### config.mk
export PLATFORM = sky130hd
export DESIGN_NAME = alu_seq
export DESIGN_NICKNAME = d
export VERILOG_FILES = /design/src/rtl/alu_pkg.sv /design/src/rtl/alu_muldiv_iter.sv /design/src/rtl/alu_seq.sv
export SDC_FILE = /design/constraint.sdc
export NUM_CORES = 1
export LEC_CHECK = 0
export CELL_PAD_IN_SITES_DETAIL_PLACEMENT = 1
export CELL_PAD_IN_SITES_GLOBAL_PLACEMENT = 2
export CORE_MARGIN = 2
export CORE_UTILIZATION = 36
export CTS_CLUSTER_SIZE = 8
export DETAILED_ROUTE_END_ITERATION = 16
export PLACE_DENSITY_LB_ADDON = 0.1
export SKIP_LAST_GASP = 1
export SLEW_MARGIN = 10
export SYNTH_ARGS = -nofsm -noshare
export SYNTH_HDL_FRONTEND = slang
export SYNTH_SLANG_ARGS = --single-unit
### constraint.sdc
create_clock -name clk -period 3.9 [get_ports clk]
set_clock_uncertainty 0.15 [all_clocks]
set_input_delay 0.585 -clock clk [delete_from_list [all_inputs] [get_ports clk]]
set_output_delay 0.585 -clock clk [all_outputs]
set_load 0.05 [all_outputs]
### src/rtl/alu_pkg.sv
// Shared op codes, FSM state and flag types for the alu_seq calculator ALU.
// The divide op is only decoded when ALU_DIV_EN is defined.
package alu_pkg;

    localparam logic [3:0] OP_AND = 4'b0000;
    localparam logic [3:0] OP_OR  = 4'b0001;
    localparam logic [3:0] OP_ADD = 4'b0010;
    localparam logic [3:0] OP_SUB = 4'b0110;
    localparam logic [3:0] OP_SLT = 4'b0111;
    localparam logic [3:0] OP_NOR = 4'b1100;
    localparam logic [3:0] OP_MUL = 4'b1000;
    localparam logic [3:0] OP_DIV = 4'b1001;

    typedef enum logic [1:0] {
        ST_IDLE = 2'd0,
        ST_BUSY = 2'd1,
        ST_DONE = 2'd2
    } alu_state_e;

    typedef struct packed {
        logic zero;
        logic carry;
        logic overflow;
        logic div_by_zero;
    } alu_flags_t;

endpackage

### src/rtl/alu_muldiv_iter.sv
// Iterative engine: shift-add unsigned multiply, plus restoring unsigned divide
// when ALU_DIV_EN is defined. One bit per cycle, WIDTH cycles per operation.
module alu_muldiv_iter #(
    parameter int WIDTH = 8
) (
    input  logic             clk,
    input  logic             rst,
    input  logic             start_i,
`ifdef ALU_DIV_EN
    input  logic             is_div_i,
`endif
    input  logic [WIDTH-1:0] a_i,
    input  logic [WIDTH-1:0] b_i,
    output logic             done_o,
    output logic [WIDTH-1:0] lo_o,
    output logic [WIDTH-1:0] hi_o
);

    localparam int CW = $clog2(WIDTH + 1);

    logic             busy_q, busy_d;
    logic [CW-1:0]    cnt_q, cnt_d;
    logic [WIDTH-1:0] opnd_q, opnd_d;
    logic [WIDTH-1:0] hi_q, hi_d;
    logic [WIDTH-1:0] lo_q, lo_d;
    logic [WIDTH:0]   mul_sum;
`ifdef ALU_DIV_EN
    logic             is_div_q, is_div_d;
    logic [WIDTH:0]   div_shift, div_trial;
`endif

    // hi_q:lo_q is the product accumulator (MUL) or remainder:quotient (DIV).
    always_comb begin
        busy_d  = busy_q;
        cnt_d   = cnt_q;
        opnd_d  = opnd_q;
        hi_d    = hi_q;
        lo_d    = lo_q;
        mul_sum = {1'b0, hi_q} + (lo_q[0] ? {1'b0, opnd_q} : '0);
`ifdef ALU_DIV_EN
        is_div_d  = is_div_q;
        div_shift = {hi_q, lo_q[WIDTH-1]};
        div_trial = div_shift - {1'b0, opnd_q};
`endif
        if (start_i) begin
            busy_d = 1'b1;
            cnt_d  = CW'(WIDTH);
            opnd_d = b_i;
            hi_d   = '0;
            lo_d   = a_i;
`ifdef ALU_DIV_EN
            is_div_d = is_div_i;
`endif
        end else if (busy_q) begin
            cnt_d = cnt_q - 1'b1;
            if (cnt_q == CW'(1)) begin
                busy_d = 1'b0;
            end
`ifdef ALU_DIV_EN
            if (is_div_q) begin
                hi_d = div_trial[WIDTH] ? div_shift[WIDTH-1:0] : div_trial[WIDTH-1:0];
                lo_d = {lo_q[WIDTH-2:0], ~div_trial[WIDTH]};
            end else
`endif
            begin
                hi_d = mul_sum[WIDTH:1];
                lo_d = {mul_sum[0], lo_q[WIDTH-1:1]};
            end
        end
    end

    always_ff @(posedge clk) begin
        if (rst) begin
            busy_q <= 1'b0;
            cnt_q  <= '0;
            opnd_q <= '0;
            hi_q   <= '0;
            lo_q   <= '0;
`ifdef ALU_DIV_EN
            is_div_q <= 1'b0;
`endif
        end else begin
            busy_q <= busy_d;
            cnt_q  <= cnt_d;
            opnd_q <= opnd_d;
            hi_q   <= hi_d;
            lo_q   <= lo_d;
`ifdef ALU_DIV_EN
            is_div_q <= is_div_d;
`endif
        end
    end

    // Final step's next values are presented so the top can register them directly.
    assign done_o = busy_q && (cnt_q == CW'(1));
    assign lo_o   = lo_d;
    assign hi_o   = hi_d;

endmodule

### src/rtl/alu_seq.sv
// Registered WIDTH-generic ALU with valid/ready on both sides and iterative MUL/DIV.
// Define ALU_DIV_EN to build the unsigned divider; otherwise op 1001 is an unknown op.
module alu_seq
    import alu_pkg::*;
#(
    parameter int WIDTH = 8
) (
    input  logic             clk,
    input  logic             rst,
    input  logic             in_valid,
    output logic             in_ready,
    input  logic [WIDTH-1:0] a,
    input  logic [WIDTH-1:0] b,
    input  logic [3:0]       op,
    output logic             out_valid,
    input  logic             out_ready,
    output logic [WIDTH-1:0] result,
    output logic [WIDTH-1:0] result_hi,
    output logic             zero,
    output logic             carry_out,
    output logic             overflow,
    output logic             div_by_zero,
    output alu_state_e       dbg_state
);

    // Handshake: an operation is accepted on a rising edge where in_valid && in_ready;
    // a result is consumed on a rising edge where out_valid && out_ready. in_ready is
    // high only in IDLE, out_valid only in DONE, so at most one operation is in flight.

    alu_state_e       state_q, state_d;
    logic [3:0]       op_q, op_d;
    logic [WIDTH-1:0] res_q, res_d, hi_q, hi_d;
    alu_flags_t       flags_q, flags_d;

    logic [WIDTH-1:0] c_res, c_hi;
    alu_flags_t       c_flags;
    logic             c_known, iter_op;
    logic [WIDTH:0]   add_sum, sub_sum;

    logic             eng_start, eng_done;
    logic [WIDTH-1:0] eng_lo, eng_hi;

    always_comb begin
        add_sum = {1'b0, a} + {1'b0, b};
        sub_sum = {1'b0, a} + {1'b0, ~b} + 1'b1;
        c_res   = '0;
        c_hi    = '0;
        c_flags = '0;
        c_known = 1'b1;
        iter_op = 1'b0;
        case (op)
            OP_AND: c_res = a & b;
            OP_OR:  c_res = a | b;
            OP_NOR: c_res = ~(a | b);
            OP_ADD: begin
                c_res            = add_sum[WIDTH-1:0];
                c_flags.carry    = add_sum[WIDTH];
                c_flags.overflow = (a[WIDTH-1] == b[WIDTH-1]) && (add_sum[WIDTH-1] != a[WIDTH-1]);
            end
            OP_SUB: begin
                c_res            = sub_sum[WIDTH-1:0];
                c_flags.carry    = sub_sum[WIDTH];
                c_flags.overflow = (a[WIDTH-1] != b[WIDTH-1]) && (sub_sum[WIDTH-1] != a[WIDTH-1]);
            end
            OP_SLT: c_res = {{(WIDTH-1){1'b0}}, $signed(a) < $signed(b)};
            OP_MUL: iter_op = 1'b1;
`ifdef ALU_DIV_EN
            OP_DIV: begin
                if (b == '0) begin
                    c_res               = '1;
                    c_hi                = a;
                    c_flags.div_by_zero = 1'b1;
                end else begin
                    iter_op = 1'b1;
                end
            end
`endif
            default: c_known = 1'b0;
        endcase
        c_flags.zero = c_known && (c_res == '0);
    end

    always_comb begin
        state_d   = state_q;
        op_d      = op_q;
        res_d     = res_q;
        hi_d      = hi_q;
        flags_d   = flags_q;
        eng_start = 1'b0;
        case (state_q)
            ST_IDLE: begin
                if (in_valid) begin
                    op_d = op;
                    if (iter_op) begin
                        eng_start = 1'b1;
                        state_d   = ST_BUSY;
                    end else begin
                        res_d   = c_res;
                        hi_d    = c_hi;
                        flags_d = c_flags;
                        state_d = ST_DONE;
                    end
                end
            end
            ST_BUSY: begin
                if (eng_done) begin
                    res_d            = eng_lo;
                    hi_d             = eng_hi;
                    flags_d          = '0;
                    flags_d.zero     = (eng_lo == '0);
                    flags_d.overflow = (op_q == OP_MUL) && (eng_hi != '0);
                    state_d          = ST_DONE;
                end
            end
            ST_DONE: begin
                if (out_ready) begin
                    state_d = ST_IDLE;
                end
            end
            default: state_d = ST_IDLE;
        endcase
    end

    always_ff @(posedge clk) begin
        if (rst) begin
            state_q <= ST_IDLE;
            op_q    <= '0;
            res_q   <= '0;
            hi_q    <= '0;
            flags_q <= '0;
        end else begin
            state_q <= state_d;
            op_q    <= op_d;
            res_q   <= res_d;
            hi_q    <= hi_d;
            flags_q <= flags_d;
        end
    end

    alu_muldiv_iter #(.WIDTH(WIDTH)) u_iter (
        .clk     (clk),
        .rst     (rst),
        .start_i (eng_start),
`ifdef ALU_DIV_EN
        .is_div_i(op == OP_DIV),
`endif
        .a_i     (a),
        .b_i     (b),
        .done_o  (eng_done),
        .lo_o    (eng_lo),
        .hi_o    (eng_hi)
    );

    assign in_ready    = (state_q == ST_IDLE);
    assign out_valid   = (state_q == ST_DONE);
    assign result      = res_q;
    assign result_hi   = hi_q;
    assign zero        = flags_q.zero;
    assign carry_out   = flags_q.carry;
    assign overflow    = flags_q.overflow;
    assign div_by_zero = flags_q.div_by_zero;
    assign dbg_state   = state_q;

endmodule
### Wiring heat map, run 1

The die is cut into 22 by 22 equal tiles; dark blue is low, red is high, scaled to the fullest tile. Values are wire area over tile area, all layers added.
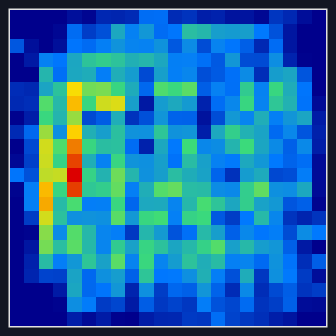
8.1% of the tiles are over half the peak. The fullest tile reaches 0.64. The mean over all tiles is 0.17. 11% of the tiles are nearly empty. The densest ninth of the die: middle left.

### Clock wires, drivers and flops, run 1

Bar = 20 µm.
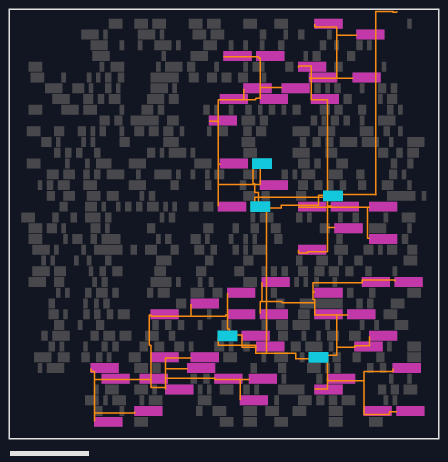
Key: magenta = flip-flops [count 54]; orange = clock wires [length 688 µm]; cyan = clock-net drivers [count 5]
There are 6 routed clock nets.
Late-Pin Clk Latency: 0.32 ns
Clk network pwr share: 30.0%
Clock Power: 0.391 mW

==> impl_metrics.csv, run 1 <==
group,metric,value,unit
outcome,status,"finished, final reports clean",
sta,tightest_slew,0.921,ns
hold_path,hold_path_depth,2,
setup_path,crit_top_cell,"a21oi_1",
setup_path,crit_buf_inv,2,
clocking,clkTransAtPathRegs,0.11,ns
sta,slew_headroom,38.6,%
routing,highest_layer,"met4",
logic_synthesis,synthMuxAreaShare,4.39,%
logic_synthesis,floorplan.nets,564,
clocking,cts_buffer_depth,2,
power_and_ir_drop,maxPowerGroup,"registers",
clocking,tritoncts,"done",
sta,setup_violations,0,
routing,drt-pass1-iter-count,4,
routing,viasPerCell,5.47,
clocking,ctsRootBufferMaster,"clkbuf_8",
cells_and_area,final-clk-cell-share,2.53,%
cells_and_area,antenna_cells,0,
floorplan,initial_core_util,36.5,%
logic_synthesis,top_cell,"nor2_1",
grt,antenna_found_initial,0,
setup_path,crit_family,"AND-OR/OR-AND gates",
placed_design,dp_hpwl,10.3,mm
sta,slew_viol_final,0,
cells_and_area,comb_area,2560,µm²
cells_and_area,nNetsFinal,598,
grt,track_usage,22.2,%
logic_synthesis,synth-adder-area-share,12.4,%
grt,grtUsageMet2,40.0,%
job,tool_warnings,43,
setup_path,worst-path-max-fanout,5,
placed_design,dp_slack,0.354,ns
logic_synthesis,edf_count,0,
clocking,holdBufCountCts,0,
logic_synthesis,ys_warn_count,0,
cells_and_area,final_cell_mix,"nor2_1, dfxtp_1, a21oi_1, nand2_1, clkdlybuf4s50_1",
logic_synthesis,yosysTopAreaCellShare,27.7,%
cells_and_area,clkbuf_count,5,
sta,finalCritPeriodShare,82.5,%
sta,layout_setup_ws,0.683,ns
clocking,cts-resized-gates,0,
setup_path,crit_end,"result[5]",
logic_synthesis,synth_cell_type_count,68,
### Cell classes on the final placement, run 1

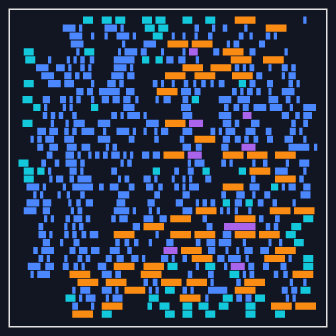
Key: orange = sequential cells [cells 54, share of their area 24%]; purple = clock drivers and dummy loads [cells 8, share of their area 2.6%]; blue = remaining logic cells [cells 417, share of their area 60%]; cyan = remaining buffers and delay cells [cells 59, share of their area 12%]
Final Instance Area: 4600 µm²
Final Util: 43.0%

### Clock wiring as the flow saved it, run 1

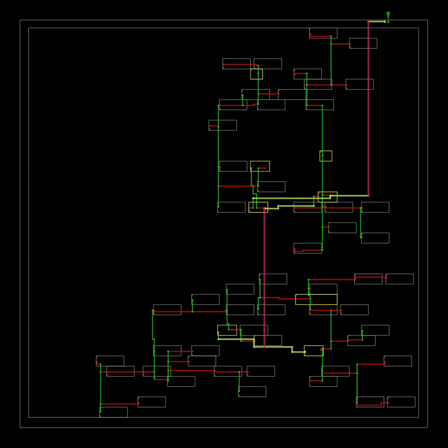

==> inputs of run 2 (changes only) <==
Settings changed: CORE_UTILIZATION 36 to 30.
Clock period 3.9 ns to 2.6 ns, I/O delays scaled along.
### Clock wiring as the flow saved it, run 2

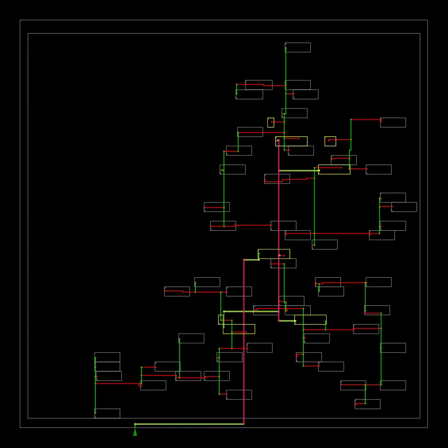
Clock Power: 0.668 mW
Late-Pin Clk Latency: 0.29 ns
clock buffer count in the final layout: 6

==> impl_metrics.csv, run 2 <==
group,metric,value,unit
hold_path,hold_path_depth,2,
clocking,cts-resized-gates,50,
setup_path,worst-path-max-fanout,3,
logic_synthesis,yosysTopAreaCellShare,27.7,%
logic_synthesis,floorplan.nets,564,
logic_synthesis,synth_cell_type_count,68,
cells_and_area,final_util,45.0,%
sta,layout_setup_ws,0.0651,ns
sta,setup_violations,0,
routing,viasPerCell,5.04,
outcome,status,"finished, final reports clean",
routing,highest_layer,"met4",
power_and_ir_drop,clock_power_share,30.1,%
sta,slew_headroom,54.1,%
cells_and_area,comb_area,2880,µm²
grt,antenna_found_initial,0,
setup_path,crit_end,"zero",
placed_design,dp_slack,-0.740,ns
routing,drt-pass1-iter-count,4,
job,tool_warnings,44,
cells_and_area,final_area,5710,µm²
cells_and_area,antenna_cells,0,
floorplan,initial_core_util,30.8,%
logic_synthesis,synth-adder-area-share,12.4,%
power_and_ir_drop,maxPowerGroup,"registers",
setup_path,crit_buf_inv,1,
logic_synthesis,ys_warn_count,0,
cells_and_area,final-clk-cell-share,2.50,%
logic_synthesis,top_cell,"nor2_1",
cells_and_area,nNetsFinal,695,
sta,finalCritPeriodShare,97.5,%
grt,grtUsageMet2,39.1,%
setup_path,crit_family,"AND-OR/OR-AND gates",
clocking,tritoncts,"done",
clocking,holdBufCountCts,0,
logic_synthesis,edf_count,0,
logic_synthesis,synthMuxAreaShare,4.39,%
sta,slew_viol_final,0,
### The metal 4 layer, run 2

Cells faint in the background.
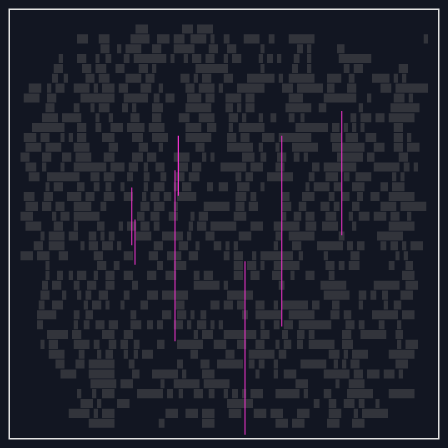
The layer holds 1.5% of the routed length. The longest straight run is 52.4 µm.
Total Routed Length: 14.6 mm
vias: 4065

Power figures rest on the tool's default switching activity, not on a simulated workload.
